run_1/registers.png
Drawn at 6 px/µm. Other sequential cells in the stronger grey, the rest of the logic in the fainter grey.
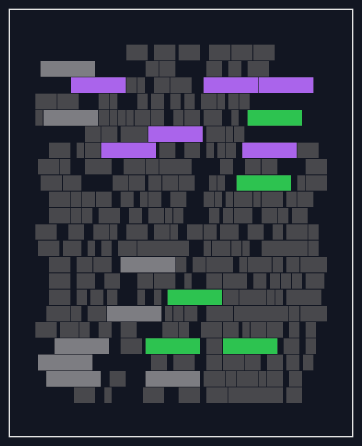
run_1/hierarchy.png
Drawn at 6 px/µm. Other sequential cells in the stronger grey, the rest of the logic in the fainter grey.
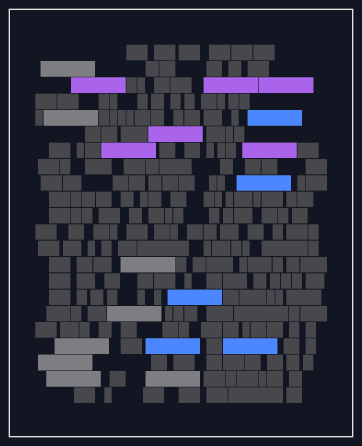
run_1/met3.png
Drawn at 6 px/µm.
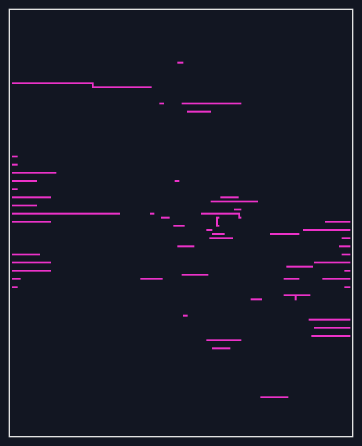
run_1/final_clocks.png
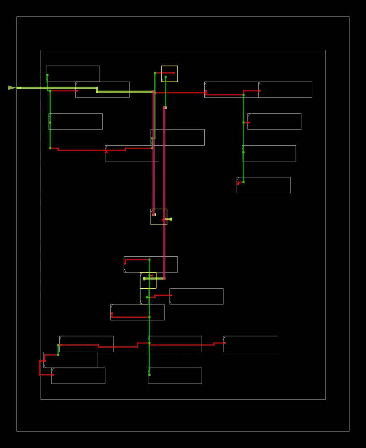
[config.mk]
export PLATFORM = sky130hd
export DESIGN_NAME = time_counter_cfg
export DESIGN_NICKNAME = d
export VERILOG_FILES = /design/src/rtl/time_pkg.sv /design/src/rtl/time_counter_cfg_mod_counter.sv /design/src/rtl/time_counter_cfg.sv
export SDC_FILE = /design/constraint.sdc
export NUM_CORES = 1
export LEC_CHECK = 0
export ABC_AREA = 0
export CORE_AREA = 4 4 53 67
export DETAILED_ROUTE_END_ITERATION = 16
export DIE_AREA = 0 0 57 71
export PLACE_DENSITY = 0.74
export SKIP_LAST_GASP = 1
export SYNTH_ARGS = -nofsm -noshare
export SYNTH_HDL_FRONTEND = slang
export SYNTH_SLANG_ARGS = --single-unit
[constraint.sdc]
create_clock -name clk_1hz -period 2 [get_ports clk_1hz]
set_input_delay 0.4 -clock clk_1hz [delete_from_list [all_inputs] [get_ports clk_1hz]]
set_output_delay 0.4 -clock clk_1hz [all_outputs]
set_load 0.01 [all_outputs]
[src/rtl/time_pkg.sv]
// Shared constants and helpers for the parametrised h/m/s time counter.
package time_pkg;

  // Default moduli for a conventional 24-hour clock.
  localparam int SEC_MOD_DEF  = 60;
  localparam int MIN_MOD_DEF  = 60;
  localparam int HOUR_MOD_DEF = 24;

  // Default field widths matching the default moduli.
  localparam int SW_DEF = 6;
  localparam int MW_DEF = 6;
  localparam int HW_DEF = 5;

  // Width used by the 12-hour helper; wide enough for any sane hour field.
  localparam int DISP_W = 8;

  // Maps a 24-hour value (0..23) to its 12-hour display value (1..12).
  function automatic logic [DISP_W-1:0] hour_to_12h(input logic [DISP_W-1:0] h24);
    logic [DISP_W-1:0] r_h12;
    if (h24 == DISP_W'(0)) begin
      r_h12 = DISP_W'(12);
    end else if (h24 > DISP_W'(12)) begin
      r_h12 = h24 - DISP_W'(12);
    end else begin
      r_h12 = h24;
    end
    return r_h12;
  endfunction

endpackage

[src/rtl/time_counter_cfg_mod_counter.sv]
// Generic modulo-MOD counter used for each time field.
// load has priority and clamps out-of-range values to zero; inc (set pulse)
// and carry_in (counting advance) both step the count by one with wrap.
// wrap_out flags that this edge advances the field from MOD-1 back to 0
// through the counting chain, and feeds the next field's carry_in.
module mod_counter #(
  parameter int MOD = 60,
  parameter int W   = 6
) (
  input  logic         clk_1hz,
  input  logic         rst,
  input  logic         inc,
  input  logic         load,
  input  logic [W-1:0] load_val,
  input  logic         carry_in,
  output logic [W-1:0] count,
  output logic         wrap_out
);

  logic [W-1:0] r_count;
  logic         w_at_max;

  assign w_at_max = (r_count == W'(MOD - 1));
  assign wrap_out = carry_in & w_at_max;
  assign count    = r_count;

  // Field register: load (clamped) > step by set pulse or carry.
  always_ff @(posedge clk_1hz or posedge rst) begin
    if (rst) begin
      r_count <= '0;
    end else if (load) begin
      r_count <= (int'(load_val) >= MOD) ? '0 : load_val;
    end else if (inc | carry_in) begin
      r_count <= w_at_max ? '0 : r_count + W'(1);
    end
  end

endmodule

[src/rtl/time_counter_cfg.sv]
// Parametrised h/m/s time counter with 12/24-hour display, set-increment
// pulses, load clamping and registered hour-chime / day-wrap pulses.
// Optional alarm comparator is built when TIME_COUNTER_ALARM_EN is defined.
module time_counter_cfg
  import time_pkg::*;
#(
  parameter int SEC_MOD  = SEC_MOD_DEF,
  parameter int MIN_MOD  = MIN_MOD_DEF,
  parameter int HOUR_MOD = HOUR_MOD_DEF,
  parameter int SW       = SW_DEF,
  parameter int MW       = MW_DEF,
  parameter int HW       = HW_DEF
) (
  input  logic          clk_1hz,
  input  logic          rst,
  input  logic          time_count_en,
  input  logic          load_en,
  input  logic [HW-1:0] hour_in,
  input  logic [MW-1:0] min_in,
  input  logic          inc_min,
  input  logic          inc_hour,
  input  logic          mode12,
  output logic [SW-1:0] sec,
  output logic [MW-1:0] min,
  output logic [HW-1:0] hour,
  output logic [HW-1:0] hour_disp,
  output logic          pm,
  output logic          chime,
  output logic          day_wrap
`ifdef TIME_COUNTER_ALARM_EN
  ,
  input  logic          alarm_set,
  input  logic [HW-1:0] alarm_hour_in,
  input  logic [MW-1:0] alarm_min_in,
  input  logic          alarm_on,
  output logic          alarm_hit
`endif
);

  logic          w_set;
  logic          w_count;
  logic          w_sec_wrap;
  logic          w_min_wrap;
  logic          w_hour_wrap;
  logic [SW-1:0] w_sec;
  logic [MW-1:0] w_min;
  logic [HW-1:0] w_hour;
  logic          r_chime;
  logic          r_day_wrap;

  // Set pulses suspend counting for the cycle; load overrides everything.
  assign w_set   = inc_min | inc_hour;
  assign w_count = time_count_en & ~load_en & ~w_set;

  mod_counter #(.MOD(SEC_MOD), .W(SW)) u_sec (
    .clk_1hz  (clk_1hz),
    .rst      (rst),
    .inc      (1'b0),
    .load     (load_en),
    .load_val ('0),
    .carry_in (w_count),
    .count    (w_sec),
    .wrap_out (w_sec_wrap)
  );

  mod_counter #(.MOD(MIN_MOD), .W(MW)) u_min (
    .clk_1hz  (clk_1hz),
    .rst      (rst),
    .inc      (inc_min & ~load_en),
    .load     (load_en),
    .load_val (min_in),
    .carry_in (w_sec_wrap),
    .count    (w_min),
    .wrap_out (w_min_wrap)
  );

  mod_counter #(.MOD(HOUR_MOD), .W(HW)) u_hour (
    .clk_1hz  (clk_1hz),
    .rst      (rst),
    .inc      (inc_hour & ~load_en),
    .load     (load_en),
    .load_val (hour_in),
    .carry_in (w_min_wrap),
    .count    (w_hour),
    .wrap_out (w_hour_wrap)
  );

  assign sec  = w_sec;
  assign min  = w_min;
  assign hour = w_hour;

  // Rollover pulses: only counting carries reach these, never loads or sets.
  always_ff @(posedge clk_1hz or posedge rst) begin
    if (rst) begin
      r_chime    <= 1'b0;
      r_day_wrap <= 1'b0;
    end else begin
      r_chime    <= w_min_wrap;
      r_day_wrap <= w_hour_wrap;
    end
  end

  assign chime    = r_chime;
  assign day_wrap = r_day_wrap;

  // 12-hour remapping only makes sense for a 24-hour modulus.
  generate
    if (HOUR_MOD == 24) begin : g_disp24
      logic [DISP_W-1:0] w_hour12;
      assign w_hour12  = hour_to_12h(DISP_W'(w_hour));
      assign hour_disp = mode12 ? w_hour12[HW-1:0] : w_hour;
      assign pm        = (w_hour >= HW'(12));
    end else begin : g_disp_plain
      assign hour_disp = w_hour;
      assign pm        = 1'b0;
    end
  endgenerate

`ifdef TIME_COUNTER_ALARM_EN
  logic [HW-1:0] r_alarm_hour;
  logic [MW-1:0] r_alarm_min;
  logic          r_alarm_hit;
  logic [MW-1:0] w_min_next;
  logic [HW-1:0] w_hour_next;

  // Field values that a seconds wrap on this edge would produce.
  assign w_min_next  = w_min_wrap ? '0 : w_min + MW'(1);
  assign w_hour_next = w_hour_wrap ? '0 : (w_min_wrap ? w_hour + HW'(1) : w_hour);

  // Alarm time register, clamped the same way as a time load.
  always_ff @(posedge clk_1hz or posedge rst) begin
    if (rst) begin
      r_alarm_hour <= '0;
      r_alarm_min  <= '0;
    end else if (alarm_set) begin
      r_alarm_hour <= (int'(alarm_hour_in) >= HOUR_MOD) ? '0 : alarm_hour_in;
      r_alarm_min  <= (int'(alarm_min_in) >= MIN_MOD) ? '0 : alarm_min_in;
    end
  end

  // Alarm pulse: counting lands on hh:mm:00 equal to the stored alarm.
  always_ff @(posedge clk_1hz or posedge rst) begin
    if (rst) begin
      r_alarm_hit <= 1'b0;
    end else begin
      r_alarm_hit <= alarm_on & w_sec_wrap &
                     (w_min_next == r_alarm_min) & (w_hour_next == r_alarm_hour);
    end
  end

  assign alarm_hit = r_alarm_hit;
`endif

endmodule

==> impl_metrics.csv, run 1 <==
group,metric,value,unit
finish,nets,260,
synth,top_area_cell,"dfrtp_1",
placement,dp_hpwl,3126,µm
synth,synthTopCellsByArea,"dfrtp_1 (36%), ha_1 (6.7%), a21oi_1 (5.7%)",
drt,wirelength,4147,µm
floorplanning,die_w,57,µm
floorplanning,core_area,0.002918,mm²
placement,post-place-ws,-392.9,ps
clock_tree,path_clk_slew,100,ps
worst_setup_path,arrival,1590,ps
power,vdd_ir_drop_max,0.0004503,V
global_route,antenna_found_initial,0,
clock_tree,htreeDepth,1,
final_timing,slew_headroom,64.13,%
worst_setup_path,critical_path_peak_fanout,2,
synth,ys_warn_count,0,
placement,place.port_buffers,42,
global_route,grt_overflow,0,
worst_setup_path,worstPathRequired,1600,ps
floorplanning,initCoreUtil,45.11,%
run,maxCapViolCount,0,
floorplanning,die_h,71,µm
clock_tree,clockBufferDepth,2,
final_timing,worst_pin_slew,535.5,ps
floorplanning,fp-row-count,22,
worst_setup_path,end_kind,"output port",
finish,layout_top_cell,"buf_4",
outcome,status,"finished, final reports clean",
global_route,grt_max_degree,22,
worst_setup_path,critical_path_class,"reg -> out",
power,power_density,600.6,mW/mm²
clock_tree,cts_tree,"yes",
synth,avgSynthCellArea,8.438,µm²
synth,netlist_area,0.001316,mm²
synth,ys_seq_share,36.12,%
synth,ys_types,39,
drt,final_antenna_net_count,0,
placement,globalplace.congestion,0.8945,
final_timing,setup_viol,0,
synth,ys_cells,156,
global_route,grt_pass1_vias,1533,
final_timing,rsz0062_at_grt,"yes",
finish,lay_top_cells,"buf_4 (35), clkdlybuf4s50_1 (34), dfrtp_1 (19), nand2_1 (16), a21oi_1 (15)",
drt,drtIter0Drc,71,
finish,logic_area,839.6,µm²
global_route,grt.total_usage,20.54,%
Back to the opening pictures, registers.png:
[purple] `u_sec.count` | sequential cells: 6
[green] `u_hour.count` | sequential cells: 5
not coloured: 8
P_seq: 459 µW
Finished Core Util: 72.51%

Back to the opening pictures, hierarchy.png:
[purple] `u_sec` | sequential cells: 6
[blue] `u_hour` | sequential cells: 5
die area: 0.004047 mm²
Layout Cells excl Fill: 270

Back to the opening pictures, met3.png:
wire length on this layer: 219 µm
nets with wire on the layer: 45
main direction: horizontal
share of all routed wire: 5.3%

Back to the opening pictures, final_clocks.png:
clk_skew: 4.553 ps
clock sinks: 19
Clock Latency Late Sink: 300 ps

-- run 1: state kept, by name (all words and copies together), names as in the netlist --
signal	count
u_sec.count	6
u_hour.count	5
day_wrap	1
chime	1
u_min.count	6
-- run 1: cells in the mapped netlist (all sizes together) (2+ instances only) --
cell type	number
o2bb2ai	2
o21ai	12
inv	12
o221ai	2
and2	3
dfrtp	19
nand3	8
a221oi	2
or3	2
nor2b	2
clkbuf	5
and4b	2
nand3b	2
a32oi	2
nor3	5
a22oi	4
nor4b	2
nor2	7
ha	7
and3	3
nand2	17
a31oi	6
a21oi	15
-- run 1: per-layer routing --
| metal | routed length, µm | vias up | track usage, % |
|---|---|---|---|
| li1 | - | 747 | - |
| met1 | 1623 | 735 | 23.90 |
| met2 | 2187 | 71 | 36.98 |
| met3 | 219 | 14 | 2.555 |
| met4 | 116 | 0 | 9.021 |
| met5 | 0 | - | 0 |
-- run 1: stage by stage --
step                      hold WS [ps]  cell area, µm²  power, mW  instances
after floorplan                  351.1            1316     0.6916        156
after global placement           563.3            2011      1.009        262
after detailed placement         571.9            2011      1.027        262
after CTS                        411.3            2079      1.243        270
after global routing             441.0            2116      1.349        270
final                            409.3            2116      1.271        270
-- run 1: report_power, final --
part / internal [mW] / switching, mW
registers: 0.420 / 0.0389
logic: 0.328 / 0.289
clock network: 0.0778 / 0.117
-- run 1: area by class of cell --
type | count | share of cell area, %
inverters | 12 | 2.129
multi-input cells | 120 | 39.68
repair buffers | 79 | 32.35
well taps | 36 | 2.129
clock buffers | 4 | 1.242
flip-flops and latches | 19 | 22.47
-- run 1: critical path: stages (launching register included) --
cell and delay, ps:
dfrtp_1 400, buf_6 120, buf_4 130, buf_6 110, a31oi_4 180, nor3_2 60
o21ai_1 140, buf_2 150
-- run 1: logic make-up (layout without fill, tap and decap cells) --
| kind of cell | count (synthesis) | after routing | synth area share (%) |
|---|---|---|---|
| DFF | 19 | 19 | 36.12 |
| buffers and inverters | 17 | 95 | 4.848 |
| muxes | 2 | 2 | 1.616 |
| adders and majority gates | 7 | 7 | 6.654 |
| AOI/OAI and AO/OA | 53 | 53 | 26.05 |
| and+or+nand+nor | 58 | 58 | 24.72 |
-- run 1: final timing paths --
path                                 startpoint             end  slack [ps]
worst max-delay path            u_hour.count[2]    hour_disp[2]           5
worst min-delay path                        rst  u_min.count[5]         410
worst max register to register   u_sec.count[0]  u_min.count[4]         150
worst min register to register   u_sec.count[1]  u_sec.count[1]         590
max in group asynchronous                   rst  u_min.count[2]        1390
min in group clk_1hz             u_sec.count[1]  u_sec.count[1]         590
-- run 1: what timing repair did --
item / CTS / global route
resized: 18 / 20
buffers inserted: 4 / 0
pin swaps: 0 / 4
setup endpoints to repair: 7 / 7
--- run 2 (diff from run 1) ---
Settings changed: CORE_AREA 4 4 53 67 to 2 2 51 65, DIE_AREA 0 0 57 71 to 0 0 53 67.
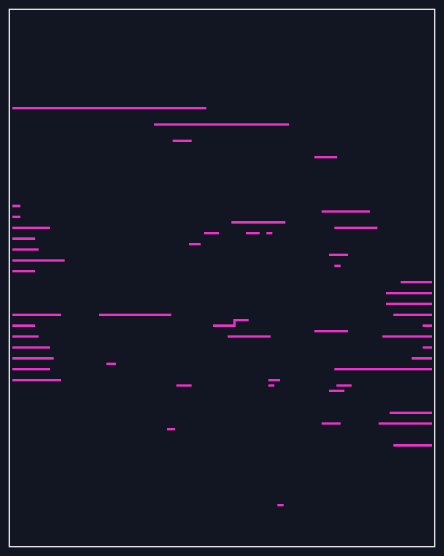
run_2/met3.png
Drawn at 8 px/µm.
longest straight run: 23.9 µm
share of all routed wire: 4.7%
main direction: horizontal

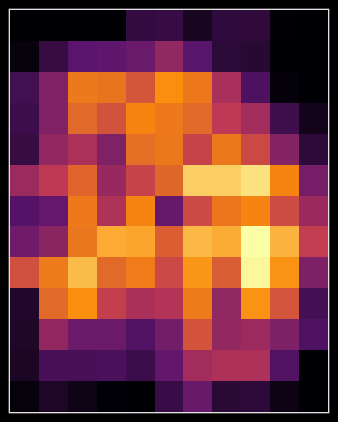
run_2/wire_density.png
Drawn at 6 px/µm. The die is cut into 11 by 13 equal tiles; black is low, pale yellow is high, scaled to the fullest tile. Values are wire area over tile area, all layers added.
nearly empty tiles: 11%
tiles over half the peak: 39%
emptiest ninth of the die: north-east

==> impl_metrics.csv, run 2 <==
group,metric,value,unit
worst_setup_path,critical_path_peak_fanout,4,
finish,nets,257,
synth,top_area_cell,"dfrtp_1",
final_timing,setup_viol,2,
finish,lay_top_cells,"clkdlybuf4s50_1 (35), buf_4 (34), dfrtp_1 (16), a21oi_1 (15), nand2_1 (14)",
power,total_power,1.315,mW
final_timing,slew_headroom,62.06,%
global_route,antenna_found_initial,0,
drt,final_antenna_net_count,0,
floorplanning,initCoreUtil,45.54,%
finish,layout_top_cell,"clkdlybuf4s50_1",
floorplanning,die_w,53,µm
placement,place_area,0.002003,mm²
synth,netlist_area,0.001316,mm²
worst_setup_path,arrival,1690,ps
final_timing,hold_slack,411.5,ps
run,maxCapViolCount,0,
global_route,grt.total_usage,27.24,%
synth,ys_warn_count,0,
power,power_density,614.7,mW/mm²
clock_tree,cts_tree,"yes",
placement,globalplace.congestion,0.8368,
placement,place.port_buffers,42,
floorplanning,core_area,0.002890,mm²
worst_setup_path,critical_path_class,"reg -> out",
outcome,violations,"negative setup slack",
synth,synthTopCellsByCount,"dfrtp_1 (19), nand2_1 (17), a21oi_1 (15), inv_1 (12), o21ai_0 (12)",
synth,synth.most_common_cell,"dfrtp_1",
finish,logic_area,883.3,µm²
synth,ys_seq_share,36.12,%
floorplanning,chipArea,0.003551,mm²
clock_tree,htreeDepth,1,
final_timing,rsz0062_at_grt,"yes",
finish,layoutNonFillerInstCount,267,
synth,ys_cells,156,
worst_setup_path,end_kind,"output port",
final_timing,worst_pin_slew,569.1,ps
finish,postLayoutCoreUtil,73.98,%
clock_tree,clock_sinks,19,
final_timing,layout_setup_ws,-90.39,ps
placement,dp_hpwl,3204,µm
placement,post-place-ws,-520.4,ps
floorplanning,die_h,67,µm
clock_tree,clockBufferDepth,2,
outcome,status,"finished with violations",
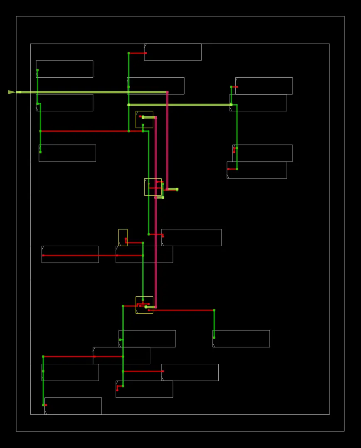
run_2/final_clocks.png
Clock Latency Late Sink: 310 ps
Num CTS Buffers: 3
Power Clock: 206 µW
CLK BUF: 4
clk_skew: 5.551 ps

## run 2: cell type report
class | instances | area share (%)
multi-input combinational | 120 | 41.31
sequential | 19 | 22.41
inverter | 12 | 2.106
timing repair buffer | 76 | 30.84
clock buffer | 4 | 1.229
tap | 36 | 2.106
## run 2: where the power goes
part,internal (mW),switching (mW),leakage [nW],total [mW]
logic,0.329,0.301,0.682,0.631
registers,0.423,0.0554,0.243,0.478
clock network,0.0779,0.128,0.0150,0.206
## run 2: repair_timing
action                                  4_1_cts  5_1_grt
pin swaps                                     4        8
endpoints found under the setup margin        6        6
setup buffers                                 0        2
gates resized                                28       22
hold buffers                                  0        0
## run 2: final timing paths
check	start	to
max in group asynchronous	rst	u_hour.count[3]
min in group clk_1hz	u_sec.count[1]	u_sec.count[1]
worst max-delay path	u_hour.count[2]	hour_disp[4]
worst min-delay path	rst	u_hour.count[2]
worst min register to register	u_sec.count[1]	u_sec.count[1]
worst max register to register	u_sec.count[0]	u_min.count[4]
## run 2: kinds of logic after synthesis
family | synth area share (%)
adder cells (fa/ha/maj) | 6.654
multiplexers | 1.616
AND-OR/OR-AND | 26.05
flip-flops | 36.12
buffers and inverters | 4.848
AND/OR/NAND/NOR | 24.72
## run 2: routing by layer
metal	vias up	track usage [%]	wire, µm
li1	739	-	-
met1	742	29.01	1676
met2	61	47.50	2400
met3	19	6.278	208
met4	0	16.35	175
met5	-	0	0
## run 2: worst max-delay path, cell delays in order, from the launching register on
cell and delay, ps:
dfrtp_2 440, inv_2 70, ha_4 160, nand2_2 70, nand2_2 60, o41ai_4 370
buf_2 220
Power is estimated from default activity; no workload was simulated.
